==> images/closeup.png <==
Region (257, 79) to (277, 99) um. Cells in gray, sequential cells in the stronger gray; small squares are vias.
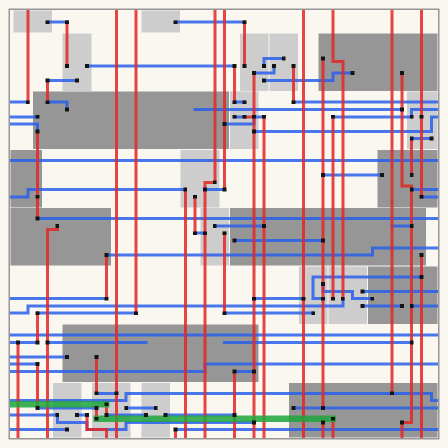
==> images/congestion_map.png <==
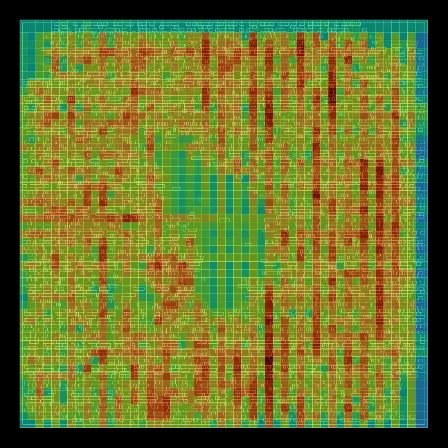
==> images/layers.png <==
Scale: 1 px per um.
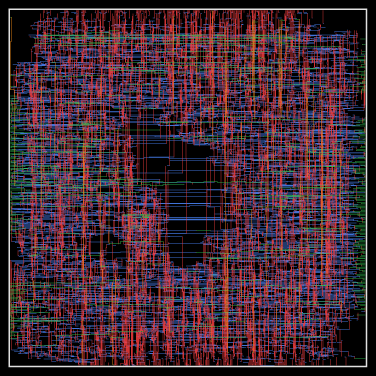
==> images/m4.png <==
Scale: 1 px per um. Cells faint in the background.
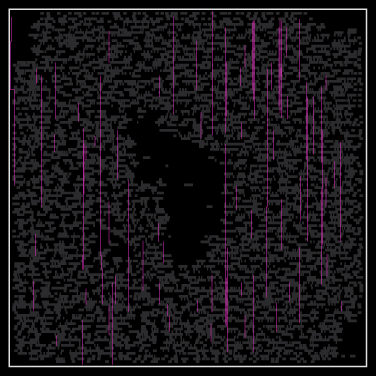
===== src/rtl/coalescing_write_buffer_if.sv =====
// Bus bundle for coalescing_write_buffer.
// Carries the control handshake (start/stop/done/idle), the word write port
// (wr_en/wr_addr/wr_data/wr_now/wr_ready/wr_valid), the line request port
// (wr_req_* plus almostfull back-pressure), the two response channels and the
// outstanding-request count.
//   master : driven by the producer/host side
//   slave  : driven by the write buffer
interface coalescing_write_buffer_if #(
    parameter int unsigned ADDR_LMT    = 20,
    parameter int unsigned MDATA       = 14,
    parameter int unsigned CACHE_WIDTH = 512,
    parameter int unsigned DATA_WIDTH  = 32,
    parameter int unsigned MAX_OUT     = 8
);
    localparam int unsigned WORDS = CACHE_WIDTH / DATA_WIDTH;
    localparam int unsigned OFF_W = $clog2(WORDS);
    localparam int unsigned CW    = $clog2(MAX_OUT) + 1;

    logic                      start;
    logic                      stop;
    logic                      done;
    logic                      wr_en;
    logic [ADDR_LMT+OFF_W-1:0] wr_addr;
    logic [DATA_WIDTH-1:0]     wr_data;
    logic                      wr_now;
    logic                      wr_ready;
    logic                      wr_valid;
    logic [ADDR_LMT-1:0]       wr_req_addr;
    logic [MDATA-1:0]          wr_req_mdata;
    logic [CACHE_WIDTH-1:0]    wr_req_data;
    logic                      wr_req_en;
    logic                      wr_req_almostfull;
    logic                      wr_rsp0_valid;
    logic [MDATA-1:0]          wr_rsp0_mdata;
    logic                      wr_rsp1_valid;
    logic [MDATA-1:0]          wr_rsp1_mdata;
    logic [CW-1:0]             outstanding;
    logic                      idle;

    modport master (
        output start, stop, wr_en, wr_addr, wr_data, wr_now, wr_req_almostfull,
               wr_rsp0_valid, wr_rsp0_mdata, wr_rsp1_valid, wr_rsp1_mdata,
        input  done, wr_ready, wr_valid, wr_req_addr, wr_req_mdata, wr_req_data,
               wr_req_en, outstanding, idle
    );

    modport slave (
        input  start, stop, wr_en, wr_addr, wr_data, wr_now, wr_req_almostfull,
               wr_rsp0_valid, wr_rsp0_mdata, wr_rsp1_valid, wr_rsp1_mdata,
        output done, wr_ready, wr_valid, wr_req_addr, wr_req_mdata, wr_req_data,
               wr_req_en, outstanding, idle
    );
endinterface


===== src/rtl/coalescing_write_buffer.sv =====
// Coalescing write buffer: gathers word writes into one cache line and issues
// the line as a single request once it is full, a different line is addressed,
// wr_now is asserted or stop flushes it. Tracks issued-but-unacknowledged
// requests and throttles at MAX_OUT.
// Ports:
//   clk   : clock, rising edge
//   rst_n : asynchronous active-low reset
//   bus   : coalescing_write_buffer_if.slave (all handshake and data signals)
// All bus outputs are registered except wr_ready.
module coalescing_write_buffer #(
    parameter int unsigned ADDR_LMT    = 20,
    parameter int unsigned MDATA       = 14,
    parameter int unsigned CACHE_WIDTH = 512,
    parameter int unsigned DATA_WIDTH  = 32,
    parameter int unsigned MAX_OUT     = 8
) (
    input  logic                      clk,
    input  logic                      rst_n,
    coalescing_write_buffer_if.slave  bus
);
    localparam int unsigned WORDS = CACHE_WIDTH / DATA_WIDTH;
    localparam int unsigned OFF_W = $clog2(WORDS);
    localparam int unsigned CW    = $clog2(MAX_OUT) + 1;

    localparam logic [1:0] StIdle  = 2'd0;
    localparam logic [1:0] StFill  = 2'd1;
    localparam logic [1:0] StIssue = 2'd2;
    localparam logic [1:0] StDrain = 2'd3;

    logic [1:0]             state_q, state_d;
    logic [CACHE_WIDTH-1:0] line_q, line_d;
    logic [WORDS-1:0]       valid_q, valid_d;
    logic [ADDR_LMT-1:0]    laddr_q, laddr_d;
    logic                   drain_pend_q, drain_pend_d;
    logic [MDATA-1:0]       tag_q, tag_d;
    logic [CW-1:0]          out_q, out_d;
    logic                   done_q, done_d;
    logic                   wr_valid_q, wr_valid_d;
    logic                   req_en_q, req_en_d;
    logic [ADDR_LMT-1:0]    req_addr_q, req_addr_d;
    logic [MDATA-1:0]       req_mdata_q, req_mdata_d;
    logic [CACHE_WIDTH-1:0] req_data_q, req_data_d;
    logic                   idle_q, idle_d;

    logic [OFF_W-1:0]       lane;
    logic [ADDR_LMT-1:0]    line_in;
    logic                   line_open, mismatch, wr_ready, accept, can_issue, issue;
    logic                   open_after;
    logic [CW-1:0]          out_inc, rsp_n;
    logic [CACHE_WIDTH-1:0] masked;
    logic                   unused_rsp_mdata;

    // Response tags are not matched against issued tags.
    assign unused_rsp_mdata = ^{bus.wr_rsp0_mdata, bus.wr_rsp1_mdata};

    assign lane      = bus.wr_addr[OFF_W-1:0];
    assign line_in   = bus.wr_addr[ADDR_LMT+OFF_W-1:OFF_W];
    assign line_open = |valid_q;
    assign mismatch  = line_open && (line_in != laddr_q);
    assign wr_ready  = (state_q == StFill) && !mismatch;
    assign accept    = bus.wr_en && wr_ready;
    assign can_issue = !bus.wr_req_almostfull && (out_q < CW'(MAX_OUT));
    assign issue     = (state_q == StIssue) && can_issue;

    // Outstanding count: +1 per issue, -1 per response, floored at zero.
    always_comb begin
        out_inc = out_q + CW'(issue);
        rsp_n   = CW'(bus.wr_rsp0_valid) + CW'(bus.wr_rsp1_valid);
        if (rsp_n >= out_inc) out_d = '0;
        else                  out_d = out_inc - rsp_n;
    end

    always_comb begin
        masked = '0;
        for (int unsigned w = 0; w < WORDS; w++) begin
            if (valid_q[w]) masked[w*DATA_WIDTH +: DATA_WIDTH] = line_q[w*DATA_WIDTH +: DATA_WIDTH];
        end
    end

    always_comb begin
        state_d      = state_q;
        line_d       = line_q;
        valid_d      = valid_q;
        laddr_d      = laddr_q;
        drain_pend_d = drain_pend_q;
        tag_d        = tag_q;
        done_d       = 1'b0;
        wr_valid_d   = accept;
        req_en_d     = issue;
        req_addr_d   = req_addr_q;
        req_mdata_d  = req_mdata_q;
        req_data_d   = req_data_q;
        open_after   = line_open;

        case (state_q)
            StIdle: begin
                if (bus.start) state_d = StFill;
            end
            StFill: begin
                if (accept) begin
                    for (int unsigned w = 0; w < WORDS; w++) begin
                        if (lane == OFF_W'(w)) begin
                            line_d[w*DATA_WIDTH +: DATA_WIDTH] = bus.wr_data;
                            valid_d[w] = 1'b1;
                        end
                    end
                    if (!line_open) laddr_d = line_in;
                end
                open_after = |valid_d;
                if (bus.stop) begin
                    if (open_after) begin
                        state_d      = StIssue;
                        drain_pend_d = 1'b1;
                    end else begin
                        state_d = StDrain;
                    end
                end else if ((bus.wr_en && mismatch) || (&valid_d) ||
                             (bus.wr_now && open_after)) begin
                    state_d = StIssue;
                end
            end
            StIssue: begin
                if (bus.stop) drain_pend_d = 1'b1;
                if (can_issue) begin
                    req_addr_d   = laddr_q;
                    req_mdata_d  = tag_q;
                    req_data_d   = masked;
                    tag_d        = tag_q + MDATA'(1);
                    line_d       = '0;
                    valid_d      = '0;
                    drain_pend_d = 1'b0;
                    state_d      = (drain_pend_q || bus.stop) ? StDrain : StFill;
                end
            end
            default: begin  // StDrain
                if (out_d == '0) begin
                    done_d  = 1'b1;
                    state_d = StIdle;
                end
            end
        endcase

        idle_d = (state_d == StIdle);
    end

    always_ff @(posedge clk or negedge rst_n) begin
        if (!rst_n) begin
            state_q      <= StIdle;
            line_q       <= '0;
            valid_q      <= '0;
            laddr_q      <= '0;
            drain_pend_q <= 1'b0;
            tag_q        <= '0;
            out_q        <= '0;
            done_q       <= 1'b0;
            wr_valid_q   <= 1'b0;
            req_en_q     <= 1'b0;
            req_addr_q   <= '0;
            req_mdata_q  <= '0;
            req_data_q   <= '0;
            idle_q       <= 1'b0;
        end else begin
            state_q      <= state_d;
            line_q       <= line_d;
            valid_q      <= valid_d;
            laddr_q      <= laddr_d;
            drain_pend_q <= drain_pend_d;
            tag_q        <= tag_d;
            out_q        <= out_d;
            done_q       <= done_d;
            wr_valid_q   <= wr_valid_d;
            req_en_q     <= req_en_d;
            req_addr_q   <= req_addr_d;
            req_mdata_q  <= req_mdata_d;
            req_data_q   <= req_data_d;
            idle_q       <= idle_d;
        end
    end

    assign bus.wr_ready     = wr_ready;
    assign bus.wr_valid     = wr_valid_q;
    assign bus.done         = done_q;
    assign bus.wr_req_en    = req_en_q;
    assign bus.wr_req_addr  = req_addr_q;
    assign bus.wr_req_mdata = req_mdata_q;
    assign bus.wr_req_data  = req_data_q;
    assign bus.outstanding  = out_q;
    assign bus.idle         = idle_q;
endmodule

===== src/flat_wrapper.sv =====
// flat-port wrapper written by rule: the top's interface ports become plain ports
module coalescing_write_buffer_flat 
#(
    parameter int unsigned ADDR_LMT    = 20,
    parameter int unsigned MDATA       = 14,
    parameter int unsigned CACHE_WIDTH = 512,
    parameter int unsigned DATA_WIDTH  = 32,
    parameter int unsigned MAX_OUT     = 8
)
  (clk, rst_n, bus_start, bus_stop, bus_wr_en, bus_wr_addr, bus_wr_data, bus_wr_now, bus_wr_req_almostfull, bus_wr_rsp0_valid, bus_wr_rsp0_mdata, bus_wr_rsp1_valid, bus_wr_rsp1_mdata, bus_done, bus_wr_ready, bus_wr_valid, bus_wr_req_addr, bus_wr_req_mdata, bus_wr_req_data, bus_wr_req_en, bus_outstanding, bus_idle);
  coalescing_write_buffer_if #(.ADDR_LMT(ADDR_LMT), .MDATA(MDATA), .CACHE_WIDTH(CACHE_WIDTH), .DATA_WIDTH(DATA_WIDTH), .MAX_OUT(MAX_OUT)) bus_i ();
  input  logic clk;
  input  logic rst_n;
  input wire logic [$bits(bus_i.start)-1:0] bus_start;
  input wire logic [$bits(bus_i.stop)-1:0] bus_stop;
  input wire logic [$bits(bus_i.wr_en)-1:0] bus_wr_en;
  input wire logic [$bits(bus_i.wr_addr)-1:0] bus_wr_addr;
  input wire logic [$bits(bus_i.wr_data)-1:0] bus_wr_data;
  input wire logic [$bits(bus_i.wr_now)-1:0] bus_wr_now;
  input wire logic [$bits(bus_i.wr_req_almostfull)-1:0] bus_wr_req_almostfull;
  input wire logic [$bits(bus_i.wr_rsp0_valid)-1:0] bus_wr_rsp0_valid;
  input wire logic [$bits(bus_i.wr_rsp0_mdata)-1:0] bus_wr_rsp0_mdata;
  input wire logic [$bits(bus_i.wr_rsp1_valid)-1:0] bus_wr_rsp1_valid;
  input wire logic [$bits(bus_i.wr_rsp1_mdata)-1:0] bus_wr_rsp1_mdata;
  output wire logic [$bits(bus_i.done)-1:0] bus_done;
  output wire logic [$bits(bus_i.wr_ready)-1:0] bus_wr_ready;
  output wire logic [$bits(bus_i.wr_valid)-1:0] bus_wr_valid;
  output wire logic [$bits(bus_i.wr_req_addr)-1:0] bus_wr_req_addr;
  output wire logic [$bits(bus_i.wr_req_mdata)-1:0] bus_wr_req_mdata;
  output wire logic [$bits(bus_i.wr_req_data)-1:0] bus_wr_req_data;
  output wire logic [$bits(bus_i.wr_req_en)-1:0] bus_wr_req_en;
  output wire logic [$bits(bus_i.outstanding)-1:0] bus_outstanding;
  output wire logic [$bits(bus_i.idle)-1:0] bus_idle;
  assign bus_i.start = bus_start;
  assign bus_i.stop = bus_stop;
  assign bus_i.wr_en = bus_wr_en;
  assign bus_i.wr_addr = bus_wr_addr;
  assign bus_i.wr_data = bus_wr_data;
  assign bus_i.wr_now = bus_wr_now;
  assign bus_i.wr_req_almostfull = bus_wr_req_almostfull;
  assign bus_i.wr_rsp0_valid = bus_wr_rsp0_valid;
  assign bus_i.wr_rsp0_mdata = bus_wr_rsp0_mdata;
  assign bus_i.wr_rsp1_valid = bus_wr_rsp1_valid;
  assign bus_i.wr_rsp1_mdata = bus_wr_rsp1_mdata;
  assign bus_done = bus_i.done;
  assign bus_wr_ready = bus_i.wr_ready;
  assign bus_wr_valid = bus_i.wr_valid;
  assign bus_wr_req_addr = bus_i.wr_req_addr;
  assign bus_wr_req_mdata = bus_i.wr_req_mdata;
  assign bus_wr_req_data = bus_i.wr_req_data;
  assign bus_wr_req_en = bus_i.wr_req_en;
  assign bus_outstanding = bus_i.outstanding;
  assign bus_idle = bus_i.idle;
  coalescing_write_buffer #(.ADDR_LMT(ADDR_LMT), .MDATA(MDATA), .CACHE_WIDTH(CACHE_WIDTH), .DATA_WIDTH(DATA_WIDTH), .MAX_OUT(MAX_OUT)) u_core (.clk(clk), .rst_n(rst_n), .bus(bus_i));
endmodule

===== config.mk =====
export PLATFORM = sky130hd
export DESIGN_NAME = coalescing_write_buffer_flat
export DESIGN_NICKNAME = d
export VERILOG_FILES = /design/src/rtl/coalescing_write_buffer_if.sv /design/src/rtl/coalescing_write_buffer.sv /design/src/flat_wrapper.sv
export SDC_FILE = /design/constraint.sdc
export NUM_CORES = 2
export LEC_CHECK = 0
export CAP_MARGIN = 40
export CORE_MARGIN = 2
export CORE_UTILIZATION = 35
export DETAILED_ROUTE_END_ITERATION = 8
export PLACE_DENSITY_LB_ADDON = 0.05
export SETUP_SLACK_MARGIN = 0.05
export SYNTH_ARGS = -nofsm -noshare
export SYNTH_HDL_FRONTEND = slang
export SYNTH_SLANG_ARGS = --single-unit

===== constraint.sdc =====
create_clock -name clk -period 4.5 [get_ports clk]
set_input_delay 1.35 -clock clk [delete_from_list [all_inputs] [get_ports clk]]
set_output_delay 1.35 -clock clk [all_outputs]
set_load 0.01 [all_outputs]

==> results.sh <==
# flow metrics
export IMPL_powerComb_w=0.00751
export IMPL_io_pins=648
export IMPL_yosys_area_top_type="dfrtp_1"
export IMPL_top_cells_by_area="dfrtp_1 65%, nand2_1 12%, nand3_1 9.7%"
export IMPL_p_seq_w=0.0125
export IMPL_syn_to_final_growth_pct=30.5
export IMPL_mux_area_share_pct=0.566
export IMPL_placed_cell_area_sq_mm=0.0522
export IMPL_drc=0
export IMPL_fp_dieW_um=356
export IMPL_drt_iter0_markers=2781
export IMPL_cts_buffer_depth=3
export IMPL_r2r_end="u_core.bus.idle"
export IMPL_nonClkBufAreaFrac_pct=14.5
export IMPL_ys_seq_share_pct=64.7
export IMPL_cp_required_ps=3150
export IMPL_synthTopLogicFamily="simple AND/OR/NAND/NOR gates"
export IMPL_switchingPower_w=0.0104
export IMPL_final_core_util_pct=45.9
export IMPL_yosys_area_top_type_share_pct=64.7
export IMPL_postRouteAntennaNets=0
export IMPL_ys_warn_count=0
export IMPL_openroad_warnings=73
export IMPL_synth_top_cell_by_count="nand2_1"
export IMPL_dr_wl_met2_um=69700
export IMPL_nClkBuffers=180
export IMPL_gr_usage_met2_pct=36.9
export IMPL_logic_gates=2986
export IMPL_worstReg2RegStart="u_core.state_q[0]"
export IMPL_antenna_found_initial=29
export IMPL_synth_cells=4485
export IMPL_flops=1119
export IMPL_crit_path_end_kind="output port"
export IMPL_status="completed"
export IMPL_clock_power_share_pct=34.6
export IMPL_clk_share_pct=7.56
export IMPL_synth_cell_types=57
export IMPL_comb_cell_share_pct=24.7
export IMPL_synthAdderAreaFrac_pct=0.220
export IMPL_ys_sh_xor_pct=0.728
export IMPL_grt_first_pass_wirelength_um=228000
export IMPL_drv_cap=0
export IMPL_grt_pass1_vias=32951
export IMPL_start_kind="input port"
export IMPL_portBuffers=619
export IMPL_final_cell_area_sq_mm=0.0565
export IMPL_pwr_group_clock_w=0.0106
export IMPL_cts_resized=7
export IMPL_fp_util_pct=35.2
export IMPL_rr_worst_depth=14
export IMPL_nNonClkInverters=11
export IMPL_yosysChipArea_sq_mm=0.0433
export IMPL_edf_count=0
export IMPL_min_period_ps=4330
export IMPL_layout_cells_most_common_list="1354 x nand2_1, 1117 x dfrtp_1, 843 x nand3_1"
export IMPL_dp_hpwl_um=102000
export IMPL_fin_ws_ps=175
export IMPL_ff_type="dfrtp_1"
export IMPL_cellLeakagePower_nw=27.4
export IMPL_grt_overflow_total=0
export IMPL_place_ws_ps=-482
export IMPL_wl_met3_um=10300
Back to the opening pictures, closeup.png:
Key: blue = M1; green = M3; red = M2
Most frequent: nand2_1 (8), dfrtp_1 (6), o21ai_0 (3). Netlist names of flops here include `u_core.bus.wr_req_data` (4), `u_core.line_q` (2). 18 logic cells have their middle in the window. Sequential cells in the window: 6.

Back to the opening pictures, congestion_map.png:
routed len/inst: 23.0 um
GR Util met1: 35.4%
met3 usage: 4.52%

Back to the opening pictures, layers.png:
Key: blue = M1 [wire length 71.0 mm]; orange = M4 [wire length 4530 um]; green = M3 [wire length 10300 um]; red = M2 [wire length 69.7 mm]
final wirelength: 156000 um
via count: 34.0k
gr usage total: 24.4%

Back to the opening pictures, m4.png:
43 nets have wire on it. The layer carries 4530 um of wire. The longest straight run is 180 um. The layer holds 2.9% of the routed length. The wires run mostly vertical.

-- flip-flops by register name, indices dropped and copies added, names as in the netlist --
signal,count
u_core.bus.idle,1
u_core.drain_pend_q,1
u_core.state_q,2
u_core.bus.wr_req_mdata,14
u_core.bus.wr_valid,1
u_core.bus.outstanding,4
u_core.line_q,512
u_core.bus.wr_req_en,1
u_core.bus.wr_req_data,512
u_core.valid_q,16
u_core.bus.wr_req_addr,20
u_core.bus.done,1
u_core.tag_q,14
u_core.laddr_q,20
-- critical path, cell delays in order --
cell and delay, ps:
clkdlybuf4s50_1 420, xor2_1 170, nor4_4 290, buf_4 160, nand2_1 70, o21a_4 250, nor2_4 110, buf_2 150
